==> config.mk <==
export PLATFORM = sky130hd
export DESIGN_NAME = ccp_evict_scheduler_flat
export DESIGN_NICKNAME = d
export VERILOG_FILES = /design/src/rtl/ccp_evict_scheduler_if.sv /design/src/rtl/ccp_evict_scheduler.sv /design/src/flat_wrapper.sv
export SDC_FILE = /design/constraint.sdc
export NUM_CORES = 1
export LEC_CHECK = 0
export ABC_AREA = 1
export CORE_MARGIN = 1
export CORE_UTILIZATION = 45
export DETAILED_ROUTE_END_ITERATION = 8
export GPL_ROUTABILITY_DRIVEN = 0
export GPL_TIMING_DRIVEN = 1
export PLACE_DENSITY = 0.69
export SYNTH_ARGS = -nofsm -noshare
export SYNTH_HDL_FRONTEND = slang
export SYNTH_SLANG_ARGS = --single-unit
export TNS_END_PERCENT = 100
==> constraint.sdc <==
create_clock -name clk -period 3.03 [get_ports clk]
set_clock_uncertainty 0.15 [all_clocks]
set_input_delay 0.7575 -clock clk [delete_from_list [all_inputs] [get_ports clk]]
set_output_delay 0.7575 -clock clk [all_outputs]
set_load 0.005 [all_outputs]
==> src/rtl/ccp_evict_scheduler_if.sv <==
// Handshake bundle between the CCP tag pipe, data-array read port, WB channel and the eviction scheduler.
// The wb_cmd_clean signal exists only when CCP_EVICT_CLEAN_NOTIFY_EN is defined.
interface ccp_evict_scheduler_if #(
  parameter int N_SETS              = 1024,
  parameter int ADDRESS_W           = 40,
  parameter int CACHE_LINE_OFFSET_W = 6,
  parameter int N_WAYS              = 16,
  parameter int EVQ_DEPTH           = 4,
  parameter int BEATS_PER_LINE      = 2
);
  localparam int SET_PER_BANK_W = $clog2(N_SETS / 2);
  localparam int TAG_W  = ADDRESS_W - (1 + CACHE_LINE_OFFSET_W + SET_PER_BANK_W);
  localparam int WAY_W  = $clog2(N_WAYS);
  localparam int BEAT_W = (BEATS_PER_LINE > 1) ? $clog2(BEATS_PER_LINE) : 1;
  localparam int CNT_W  = $clog2(EVQ_DEPTH) + 1;

  logic                      ev_valid;
  logic                      ev_ready;
  logic [ADDRESS_W-1:0]      ev_op_addr;
  logic [TAG_W-1:0]          ev_tag;
  logic [WAY_W-1:0]          ev_way;
  logic                      ev_dirty;
  logic                      wb_cmd_valid;
  logic                      wb_cmd_ready;
  logic [ADDRESS_W-1:0]      wb_cmd_addr;
`ifdef CCP_EVICT_CLEAN_NOTIFY_EN
  logic                      wb_cmd_clean;
`endif
  logic                      dat_rd_valid;
  logic                      dat_rd_ready;
  logic [SET_PER_BANK_W:0]   dat_rd_set;
  logic [WAY_W-1:0]          dat_rd_way;
  logic [BEAT_W-1:0]         dat_rd_beat;
  logic [CNT_W-1:0]          evq_count;
  logic                      busy;

  // The scheduler is the slave of the tag pipe and drives the WB / data-array requests.
  modport slave (
    input  ev_valid, ev_op_addr, ev_tag, ev_way, ev_dirty, wb_cmd_ready, dat_rd_ready,
    output ev_ready, wb_cmd_valid, wb_cmd_addr,
`ifdef CCP_EVICT_CLEAN_NOTIFY_EN
    output wb_cmd_clean,
`endif
    output dat_rd_valid, dat_rd_set, dat_rd_way, dat_rd_beat, evq_count, busy
  );

  modport master (
    output ev_valid, ev_op_addr, ev_tag, ev_way, ev_dirty, wb_cmd_ready, dat_rd_ready,
    input  ev_ready, wb_cmd_valid, wb_cmd_addr,
`ifdef CCP_EVICT_CLEAN_NOTIFY_EN
    input  wb_cmd_clean,
`endif
    input  dat_rd_valid, dat_rd_set, dat_rd_way, dat_rd_beat, evq_count, busy
  );
endinterface

==> src/rtl/ccp_evict_scheduler.sv <==
// Victim eviction queue and writeback sequencer: one WB command then BEATS_PER_LINE data reads per dirty line.
// Define CCP_EVICT_CLEAN_NOTIFY_EN to also send clean victims as WB commands flagged wb_cmd_clean.
module ccp_evict_scheduler #(
  parameter int N_SETS              = 1024,
  parameter int ADDRESS_W           = 40,
  parameter int CACHE_LINE_OFFSET_W = 6,
  parameter int N_WAYS              = 16,
  parameter int EVQ_DEPTH           = 4,
  parameter int BEATS_PER_LINE      = 2
) (
  input logic             clk,
  input logic             reset_n,
  ccp_evict_scheduler_if.slave bus
);
  localparam int OFF            = CACHE_LINE_OFFSET_W;
  localparam int SET_PER_BANK_W = $clog2(N_SETS / 2);
  localparam int SET_END        = SET_PER_BANK_W + OFF;
  localparam int TAG_W          = ADDRESS_W - (1 + OFF + SET_PER_BANK_W);
  localparam int WAY_W          = $clog2(N_WAYS);
  localparam int BEAT_W         = (BEATS_PER_LINE > 1) ? $clog2(BEATS_PER_LINE) : 1;
  localparam int PTR_W          = $clog2(EVQ_DEPTH);
  localparam int CNT_W          = PTR_W + 1;

  typedef enum logic [1:0] {IDLE, CMD, DATA} state_e;

  state_e               state_q, state_d;
  logic [BEAT_W-1:0]    beat_q, beat_d;
  logic [PTR_W-1:0]     wr_ptr_q, rd_ptr_q;
  logic [CNT_W-1:0]     count_q;
  logic [ADDRESS_W-1:0] addr_q [EVQ_DEPTH];
  logic [WAY_W-1:0]     way_q  [EVQ_DEPTH];
  logic [EVQ_DEPTH-1:0] dirty_q;

  logic                 push, pop, head_dirty;
  logic [ADDRESS_W-1:0] ev_addr, head_addr;

  // The tag's LSB sits in the bank-select hole of the op address; the bank bit itself comes from the op.
  assign ev_addr = {bus.ev_tag[TAG_W-1:1], bus.ev_op_addr[SET_END+1], bus.ev_tag[0],
                    bus.ev_op_addr[SET_END-1:OFF], {OFF{1'b0}}};

  assign bus.ev_ready = (count_q != CNT_W'(EVQ_DEPTH));
  assign push         = bus.ev_valid && bus.ev_ready;
  assign head_addr    = addr_q[rd_ptr_q];
  assign head_dirty   = dirty_q[rd_ptr_q];

  assign bus.wb_cmd_addr = head_addr;
  assign bus.dat_rd_set  = {head_addr[SET_END+1], head_addr[SET_END-1:OFF]};
  assign bus.dat_rd_way  = way_q[rd_ptr_q];
  assign bus.dat_rd_beat = beat_q;
  assign bus.evq_count   = count_q;
  assign bus.busy        = (count_q != '0) || (state_q != IDLE);
`ifdef CCP_EVICT_CLEAN_NOTIFY_EN
  assign bus.wb_cmd_clean = !head_dirty;
`endif

  always_ff @(posedge clk or negedge reset_n) begin
    if (!reset_n) begin
      for (int i = 0; i < EVQ_DEPTH; i++) begin
        addr_q[i] <= '0;
        way_q[i]  <= '0;
      end
      dirty_q <= '0;
    end else if (push) begin
      addr_q[wr_ptr_q]  <= ev_addr;
      way_q[wr_ptr_q]   <= bus.ev_way;
      dirty_q[wr_ptr_q] <= bus.ev_dirty;
    end
  end

  always_ff @(posedge clk or negedge reset_n) begin
    if (!reset_n) begin
      state_q  <= IDLE;
      beat_q   <= '0;
      wr_ptr_q <= '0;
      rd_ptr_q <= '0;
      count_q  <= '0;
    end else begin
      state_q <= state_d;
      beat_q  <= beat_d;
      if (push) wr_ptr_q <= wr_ptr_q + 1'b1;
      if (pop)  rd_ptr_q <= rd_ptr_q + 1'b1;
      case ({push, pop})
        2'b10:   count_q <= count_q + 1'b1;
        2'b01:   count_q <= count_q - 1'b1;
        default: count_q <= count_q;
      endcase
    end
  end

  // The head entry is only popped once its last request is accepted, so payloads stay stable.
  always_comb begin
    state_d          = state_q;
    beat_d           = beat_q;
    pop              = 1'b0;
    bus.wb_cmd_valid = 1'b0;
    bus.dat_rd_valid = 1'b0;
    case (state_q)
      IDLE: begin
        if (count_q != '0) begin
`ifdef CCP_EVICT_CLEAN_NOTIFY_EN
          state_d = CMD;
`else
          if (head_dirty) state_d = CMD;
          else            pop     = 1'b1;
`endif
        end
      end
      CMD: begin
        bus.wb_cmd_valid = 1'b1;
        if (bus.wb_cmd_ready) begin
`ifdef CCP_EVICT_CLEAN_NOTIFY_EN
          if (head_dirty) begin
            state_d = DATA;
            beat_d  = '0;
          end else begin
            pop     = 1'b1;
            state_d = IDLE;
          end
`else
          state_d = DATA;
          beat_d  = '0;
`endif
        end
      end
      DATA: begin
        bus.dat_rd_valid = 1'b1;
        if (bus.dat_rd_ready) begin
          if (beat_q == BEAT_W'(BEATS_PER_LINE - 1)) begin
            pop     = 1'b1;
            state_d = IDLE;
            beat_d  = '0;
          end else begin
            beat_d = beat_q + 1'b1;
          end
        end
      end
      default: state_d = IDLE;
    endcase
  end
endmodule

==> src/flat_wrapper.sv <==
// flat-port wrapper written by rule: the top's interface ports become plain ports
module ccp_evict_scheduler_flat 
#(
  parameter int N_SETS              = 1024,
  parameter int ADDRESS_W           = 40,
  parameter int CACHE_LINE_OFFSET_W = 6,
  parameter int N_WAYS              = 16,
  parameter int EVQ_DEPTH           = 4,
  parameter int BEATS_PER_LINE      = 2
)
  (clk, reset_n, bus_ev_valid, bus_ev_op_addr, bus_ev_tag, bus_ev_way, bus_ev_dirty, bus_wb_cmd_ready, bus_dat_rd_ready, bus_ev_ready, bus_wb_cmd_valid, bus_wb_cmd_addr, bus_dat_rd_valid, bus_dat_rd_set, bus_dat_rd_way, bus_dat_rd_beat, bus_evq_count, bus_busy);
  ccp_evict_scheduler_if #(.N_SETS(N_SETS), .ADDRESS_W(ADDRESS_W), .CACHE_LINE_OFFSET_W(CACHE_LINE_OFFSET_W), .N_WAYS(N_WAYS), .EVQ_DEPTH(EVQ_DEPTH), .BEATS_PER_LINE(BEATS_PER_LINE)) bus_i ();
  input logic clk;
  input logic reset_n;
  input wire logic [$bits(bus_i.ev_valid)-1:0] bus_ev_valid;
  input wire logic [$bits(bus_i.ev_op_addr)-1:0] bus_ev_op_addr;
  input wire logic [$bits(bus_i.ev_tag)-1:0] bus_ev_tag;
  input wire logic [$bits(bus_i.ev_way)-1:0] bus_ev_way;
  input wire logic [$bits(bus_i.ev_dirty)-1:0] bus_ev_dirty;
  input wire logic [$bits(bus_i.wb_cmd_ready)-1:0] bus_wb_cmd_ready;
  input wire logic [$bits(bus_i.dat_rd_ready)-1:0] bus_dat_rd_ready;
  output wire logic [$bits(bus_i.ev_ready)-1:0] bus_ev_ready;
  output wire logic [$bits(bus_i.wb_cmd_valid)-1:0] bus_wb_cmd_valid;
  output wire logic [$bits(bus_i.wb_cmd_addr)-1:0] bus_wb_cmd_addr;
  output wire logic [$bits(bus_i.dat_rd_valid)-1:0] bus_dat_rd_valid;
  output wire logic [$bits(bus_i.dat_rd_set)-1:0] bus_dat_rd_set;
  output wire logic [$bits(bus_i.dat_rd_way)-1:0] bus_dat_rd_way;
  output wire logic [$bits(bus_i.dat_rd_beat)-1:0] bus_dat_rd_beat;
  output wire logic [$bits(bus_i.evq_count)-1:0] bus_evq_count;
  output wire logic [$bits(bus_i.busy)-1:0] bus_busy;
  assign bus_i.ev_valid = bus_ev_valid;
  assign bus_i.ev_op_addr = bus_ev_op_addr;
  assign bus_i.ev_tag = bus_ev_tag;
  assign bus_i.ev_way = bus_ev_way;
  assign bus_i.ev_dirty = bus_ev_dirty;
  assign bus_i.wb_cmd_ready = bus_wb_cmd_ready;
  assign bus_i.dat_rd_ready = bus_dat_rd_ready;
  assign bus_ev_ready = bus_i.ev_ready;
  assign bus_wb_cmd_valid = bus_i.wb_cmd_valid;
  assign bus_wb_cmd_addr = bus_i.wb_cmd_addr;
  assign bus_dat_rd_valid = bus_i.dat_rd_valid;
  assign bus_dat_rd_set = bus_i.dat_rd_set;
  assign bus_dat_rd_way = bus_i.dat_rd_way;
  assign bus_dat_rd_beat = bus_i.dat_rd_beat;
  assign bus_evq_count = bus_i.evq_count;
  assign bus_busy = bus_i.busy;
  ccp_evict_scheduler #(.N_SETS(N_SETS), .ADDRESS_W(ADDRESS_W), .CACHE_LINE_OFFSET_W(CACHE_LINE_OFFSET_W), .N_WAYS(N_WAYS), .EVQ_DEPTH(EVQ_DEPTH), .BEATS_PER_LINE(BEATS_PER_LINE)) u_core (.clk(clk), .reset_n(reset_n), .bus(bus_i));
endmodule
Fig. 1: run 1, supply network
Drawn at 3 px/µm. Pins as bars on the die edge. Tap cells in gray.
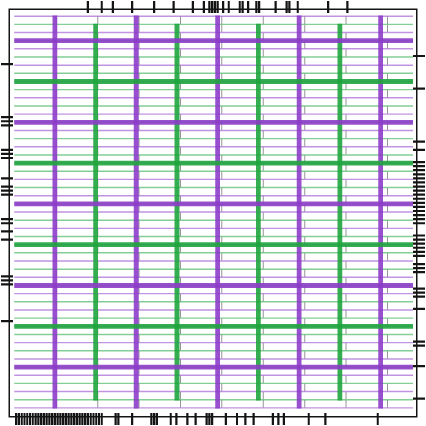
VDD -> green
VSS -> purple
rows = 48
signal pins = 136
Core ar.: 17400 µm²
Worst VDD drop: 0.870 mV
Die Ht: 135 µm
DIE WIDTH: 135 µm

Fig. 2: run 1, wiring by layer
Drawn at 3 px/µm.
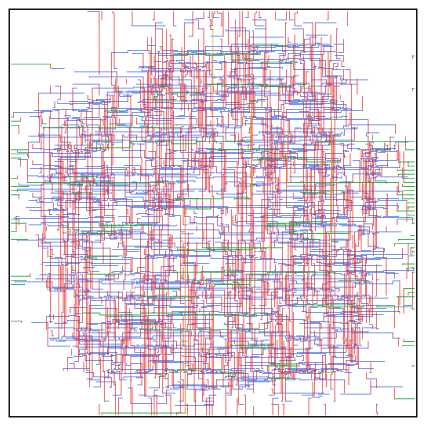
M3 -> green  # wire length 1290 µm
M4 -> orange  # wire length 203 µm
M1 -> blue  # wire length 9750 µm
M2 -> red  # wire length 10200 µm
DRT Wirelength: 21.5 mm
GRT Total Usage: 24.7%

Fig. 3: run 1, M3 wires
Drawn at 2 px/µm. Cells faint in the background.
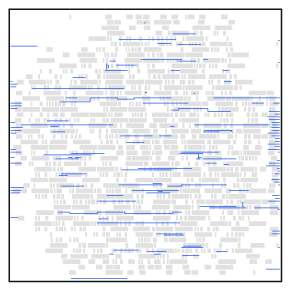
main direction = horizontal
longest straight run = 45.5 µm
DR vias: 6919
GR Util met3: 4.60%

Fig. 4: run 1, signal wires on met2
Drawn at 2 px/µm.
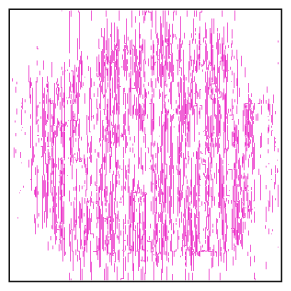
longest straight run = 45.9 µm
share of all routed wire = 48%
nets with wire on the layer = 799
main direction = vertical
met2 usage: 39.5%

==> results.json, run 1 <==
{
  "p_total_mw": 11.5,
  "postCtsHoldBufs": 1,
  "seq_area_share_pct": 42.7,
  "synth_flop_count": 166,
  "largestClassByArea": "flip-flops and latches",
  "reg_top3": "u_core.addr_q (136), u_core.way_q (16), u_core.dirty_q (4)",
  "design_area_um2": 9730,
  "clk_pin_slew_worst_paths_ps": 60,
  "p_int_mw": 6.88,
  "drt-pass1-iter-count": 5,
  "edf_count": 0,
  "tns_ps": 0,
  "rows": 48,
  "syn_area_um2": 8000,
  "seq_cells": 166,
  "largest-register": "u_core.addr_q",
  "top_cell": "nand2_1",
  "synthTopCellsByCount": "328 x nand2_1, 166 x dfrtp_1, 138 x o21ai_0, 99 x o21ai_1, 84 x nor2_1",
  "cap_violations": 0,
  "top_layer_used": "met4",
  "clk_latency_ps": 430,
  "wire_per_inst_um": 16.7,
  "pwr.group.combinational_mw": 5.71,
  "pwr-share-clk_pct": 18.1,
  "worst_slew_pin_slew_ps": 1170,
  "grt_max_degree": 88,
  "grt_use_met1_pct": 34.0,
  "period_minus_slack_ps": 2980,
  "drc": 0,
  "ant_nets": 0,
  "holdCritPathClass": "reg2reg",
  "top_power_group": "combinational cells",
  "comb_area_um2": 3290,
  "path_class": "reg2out",
  "drive_above_1_share_pct": 7.72,
  "cts_buffers": 17,
  "largest_reg_flops": 136,
  "ys_area_um2": 8000,
  "cts_sinks": 166,
  "fillers": 1595,
  "fa_ha_area_share_pct": 1.03,
  "ys_sh_simple_pct": 20.8,
  "fmax_mhz": 336,
  "ys_types": 31,
  "log.warning_count": 60,
  "ys.flop_type": "dfrtp_1",
  "finalMaxSlewViolations": 0,
  "powerDensity_nw_per_um2": 1190,
  "dp_hpwl_mm": 12.1,
  "tritoncts": "done",
  "fp_util_pct": 46.1,
  "clk_share_pct": 5.89,
  "p_seq_mw": 3.74,
  "postSynthCellCount": 989,
  "taps": 225,
  "area.sequential_um2": 4160,
  "clkbuf_count": 17,
  "antenna_found_initial": 0,
  "wl_met3_mm": 1.29,
  "yosys_warnings": 0,
  "sw_frac_of_total_pct": 40.4,
  "synth_seq_share_pct": 51.9,
  "ys_sh_xor_pct": 0.532,
  "vias_per_cell": 5.38,
  "pwr-share-comb_pct": 49.5,
  "busiest_layer": "met2",
  "logic_gates": 722,
  "cts-root-buf": "clkbuf_16",
  "yosysTopAreaCell": "dfrtp_1",
  "clk-power_mw": 2.09,
  "yosys-mux-area-fraction_pct": 0,
  "setup_viol": 0,
  "ys_cells": 989,
  "p_switching_mw": 4.66,
  "boundaryPins": 136,
  "post_cts_resized": 5,
  "logic_family": "simple AND/OR/NAND/NOR gates",
  "cp_max_fo": 24,
  "num_antenna_cells": 0,
  "topCellsByArea": "dfrtp_1 52%, nand2_1 15%, o21ai_0 8.6%",
  "hold_violations": 0,
  "syn_to_final_growth_pct": 21.6,
  "dieArea_um2": 18300,
  "critical_path_required_ps": 2120,
  "placed_area_um2": 8990,
  "p_leak_nw": 4.63,
  "post_cts_buffers": 0,
  "drt_iter0_drc": 612,
  "aoi_share_pct": 18.0,
  "crit_arrival_ps": 2070,
  "cp-start-kind": "flop",
  "top_area_share_pct": 51.9,
  "endpoint_kind": "primary output",
  "clock_path_buffers": 2,
  "h-tree-depth": 4,
  "comb_share_pct": 33.9,
  "buffers": 127,
  "p_seq_share_pct": 32.4,
  "rsz0062_at_grt": "true",
  "wl_met2_mm": 10.2,
  "portBuffers": 99,
  "num-nonclk-inverters": 15,
  "grt_first_pass_wirelength_mm": 35.1,
  "status": "complete, no violations",
  "nets": 1129,
  "fin_crit_sh_pct": 98.2,
  "relSlewSlack_pct": 21.9,
  "grt_overflow": 0,
  "first_global_vias": 6777,
  "syn_area_per_cell_um2": 8.09,
  "buf_share_pct": 14.0,
  "ys_async_sr_fraction_pct": 100,
  "drt-met1-wl_mm": 9.75
}
[run 1: metrics by stage]
stage | hold slack, ps | utilization [%] | setup slack, ps | cells
2_1_floorplan | 291 | - | 556 | 994
3_3_place_gp | 305 | 51.8 | 266 | 1252
3_5_place_dp | 313 | 51.8 | 227 | 1252
4_1_cts | 328 | 55.3 | 1.97 | 1285
5_1_grt | 343 | 56.0 | -44.2 | 1287
6_report | 323 | 56.0 | 54.8 | 1287
[run 1: layout by cell type (no fill, tap or decap), types with 7 or more instances in the layout]
| cell | n |
|---|---|
| clkbuf_16 | 19 |
| nor2_1 | 84 |
| clkdlybuf4s50_1 | 89 |
| nand3_1 | 7 |
| nand2_1 | 328 |
| o22ai_1 | 32 |
| o21ai_0 | 138 |
| dfrtp_1 | 165 |
| o21ai_1 | 99 |
| inv_1 | 7 |
| buf_4 | 14 |
| dlymetal6s2s_1 | 9 |
[run 1: path summary, 6_finish.rpt]
kind                                     from                      end  slack (ps)  cells after the start
max reg2reg                u_core.rd_ptr_q[0]  u_core.bus.evq_count[2]         470                     13
min                         u_core.addr_q[75]        u_core.addr_q[75]         320                      2
min in group asynchronous             reset_n       u_core.addr_q[136]         520                      2
max in group asynchronous             reset_n       u_core.rd_ptr_q[0]        1540                      3
min reg2reg                 u_core.addr_q[75]        u_core.addr_q[75]         320                      2
max                        u_core.rd_ptr_q[0]      bus_wb_cmd_addr[12]          50                      5
[run 1: critical path, cell delays in order, from the launching register on]
cell             delay [ps]
dfrtp_2                 470
inv_6                   130
buf_12                  180
o21ai_0                 130
o22ai_2                 190
clkdlybuf4s50_1         540
--- run 2 (diff from run 1) ---
Settings changed: CTS_CLUSTER_SIZE set to 30.
Fig. 5: run 2, clock nets
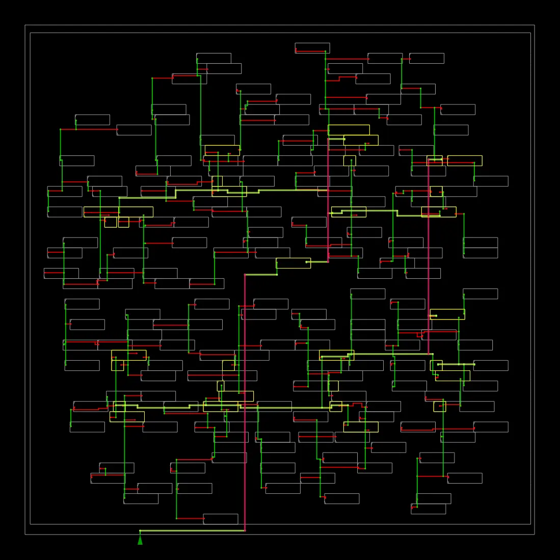
# clk buffers: 17
CTS buffer count: 17
Flops: 166

==> results.json, run 2 <==
{
  "status": "complete, no violations",
  "drt-met1-wl_mm": 9.75,
  "drive_above_1_share_pct": 7.72,
  "cts_sinks": 166,
  "fin_crit_sh_pct": 98.2,
  "syn_area_um2": 8000,
  "clk-power_mw": 2.09,
  "slowest_stage": "clkdlybuf4s50_1",
  "powerDensity_nw_per_um2": 1190,
  "cp_max_fo": 24,
  "grt_first_pass_wirelength_mm": 35.1,
  "holdCritPathClass": "reg2reg",
  "clock_path_buffers": 2,
  "fmax_mhz": 336,
  "yosysTopAreaCell": "dfrtp_1",
  "ys.flop_type": "dfrtp_1",
  "num_antenna_cells": 0,
  "drc": 0,
  "ir_worst_vdd_mv": 0.870,
  "crit_arrival_ps": 2070,
  "portBuffers": 99,
  "worst_slew_pin_slew_ps": 1170,
  "wirelength_mm": 21.5,
  "top_area_share_pct": 51.9,
  "largest-register": "u_core.addr_q",
  "cap_violations": 0,
  "p_seq_mw": 3.74,
  "yosys_warnings": 0,
  "post_cts_resized": 5,
  "tns_ps": 0,
  "pwr.group.combinational_mw": 5.71,
  "reg_top3": "u_core.addr_q (136), u_core.way_q (16), u_core.dirty_q (4)",
  "postSynthCellCount": 989,
  "syn_to_final_growth_pct": 21.6,
  "whs_ps": 323,
  "ys_types": 31,
  "lay_top_cells": "328 x nand2_1, 165 x dfrtp_1, 138 x o21ai_0",
  "path_class": "reg2out",
  "syn_area_per_cell_um2": 8.09,
  "synth_flop_count": 166,
  "log.warning_count": 60,
  "finalMaxSlewViolations": 0,
  "nets": 1129,
  "coreArea_um2": 17400,
  "drt-pass1-iter-count": 5,
  "p_seq_share_pct": 32.4,
  "top_cell": "nand2_1",
  "critPathBufInv": 3,
  "dieArea_um2": 18300,
  "h-tree-depth": 4,
  "ys_cells": 989,
  "boundaryPins": 136,
  "clk_pin_slew_worst_paths_ps": 60,
  "period_minus_slack_ps": 2980,
  "endpoint_kind": "primary output",
  "vias_per_cell": 5.38,
  "edf_count": 0,
  "cp-start-kind": "flop",
  "wl_met3_mm": 1.29,
  "rsz0062_at_grt": "true",
  "dp_hpwl_mm": 12.1,
  "fp_util_pct": 46.1,
  "wl_met2_mm": 10.2,
  "setup_viol": 0,
  "first_global_vias": 6777,
  "rows": 48,
  "grt_overflow": 0,
  "critical_path_required_ps": 2120,
  "pwr-share-clk_pct": 18.1,
  "post_cts_buffers": 0,
  "slowest_delay_ps": 540,
  "top_power_group": "combinational cells",
  "postCtsHoldBufs": 1,
  "pwr-share-comb_pct": 49.5,
  "sw_frac_of_total_pct": 40.4,
  "clk_latency_ps": 430,
  "p_int_mw": 6.88,
  "synthTopCellsByCount": "328 x nand2_1, 166 x dfrtp_1, 138 x o21ai_0, 99 x o21ai_1, 84 x nor2_1",
  "hold_violations": 0,
  "antenna_found_initial": 0,
  "top_layer_used": "met4",
  "worst_path_dominant_cell_family": "buffers and inverters",
  "cp_cell_sequence": "inv_6 > buf_12 > o21ai_0 > o22ai_2 > clkdlybuf4s50_1",
  "vias": 6919,
  "grt.total_usage_pct": 24.7,
  "p_switching_mw": 4.66,
  "final_util_pct": 56.0,
  "die_w_um": 135,
  "largest_reg_flops": 136,
  "topCellsByArea": "dfrtp_1 52%, nand2_1 15%, o21ai_0 8.6%",
  "dieHeight_um": 135,
  "grt_max_degree": 88,
  "p_leak_nw": 4.63,
  "ys_area_um2": 8000,
  "drt_iter0_drc": 612,
  "tritoncts": "done",
  "final_common_cell": "nand2_1",
  "ys_async_sr_fraction_pct": 100,
  "relSlewSlack_pct": 21.9,
  "ant_nets": 0,
  "synth_seq_share_pct": 51.9,
  "cts-root-buf": "clkbuf_16"
}
Fig. 6: run 2, wiring by layer
Drawn at 3 px/µm.
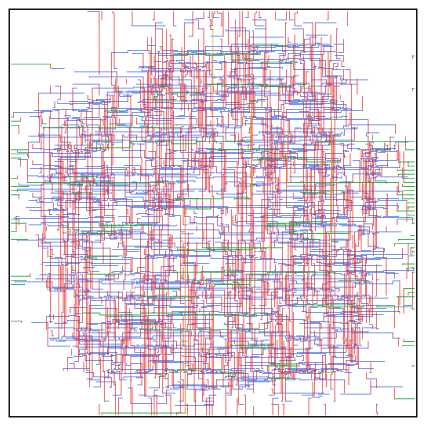
M4 -> orange  # wire length 203 µm
M1 -> blue  # wire length 9750 µm
M3 -> green  # wire length 1290 µm
M2 -> red  # wire length 10200 µm
WL per Instance: 16.7 µm

-- run 2: cell counts after synthesis --
Identical to the previous run, type by type.
-- run 2: worst paths after layout --
check / startpoint / endpoint / slack, ps / depth (start not counted)
max reg2reg: u_core.rd_ptr_q[0] / u_core.bus.evq_count[2] / 470 / 13
min reg2reg: u_core.addr_q[75] / u_core.addr_q[75] / 320 / 2
max: u_core.rd_ptr_q[0] / bus_wb_cmd_addr[12] / 50 / 5
min: u_core.addr_q[75] / u_core.addr_q[75] / 320 / 2
max in group asynchronous: reset_n / u_core.rd_ptr_q[0] / 1540 / 3
min in group asynchronous: reset_n / u_core.addr_q[136] / 520 / 2
-- run 2: stage by stage --
step,worst slack [ps],std cells,instance area (µm²),power (mW)
after floorplan,556,994,8020,6.99
after global placement,266,1252,8990,9.12
after detailed placement,227,1252,8990,9.27
after CTS,1.97,1285,9600,11.4
after global routing,-44.2,1287,9730,12.4
final,54.8,1287,9730,11.5
-- run 2: layout make-up --
cell class / count / area (µm²)
Clock inverter: 15 / 148
Inverter: 15 / 61.3
Clock buffer: 17 / 425
Sequential cell: 166 / 4160
Fill cell: 1595 / 7630
Multi-Input combinational cell: 722 / 3290
Timing Repair Buffer: 127 / 1360
Tap cell: 225 / 282
-- run 2: metal layers --
layer / track usage, % / up-vias
met4: 7.80 / 0
met3: 4.60 / 14
li1: - / 3340
met5: 0 / -
met2: 39.5 / 225
met1: 34.0 / 3340
-- run 2: logic make-up after synthesis --
family	count (synthesis)	share of synthesized area, %
compound gates	277	18.0
fa+ha+maj	6	1.03
buf+inv	106	7.76
simple gates	429	20.8
xor+xnor	4	0.532
other cells	1	0.0469
flops	166	51.9
Power and IR drop assume default switching activity.
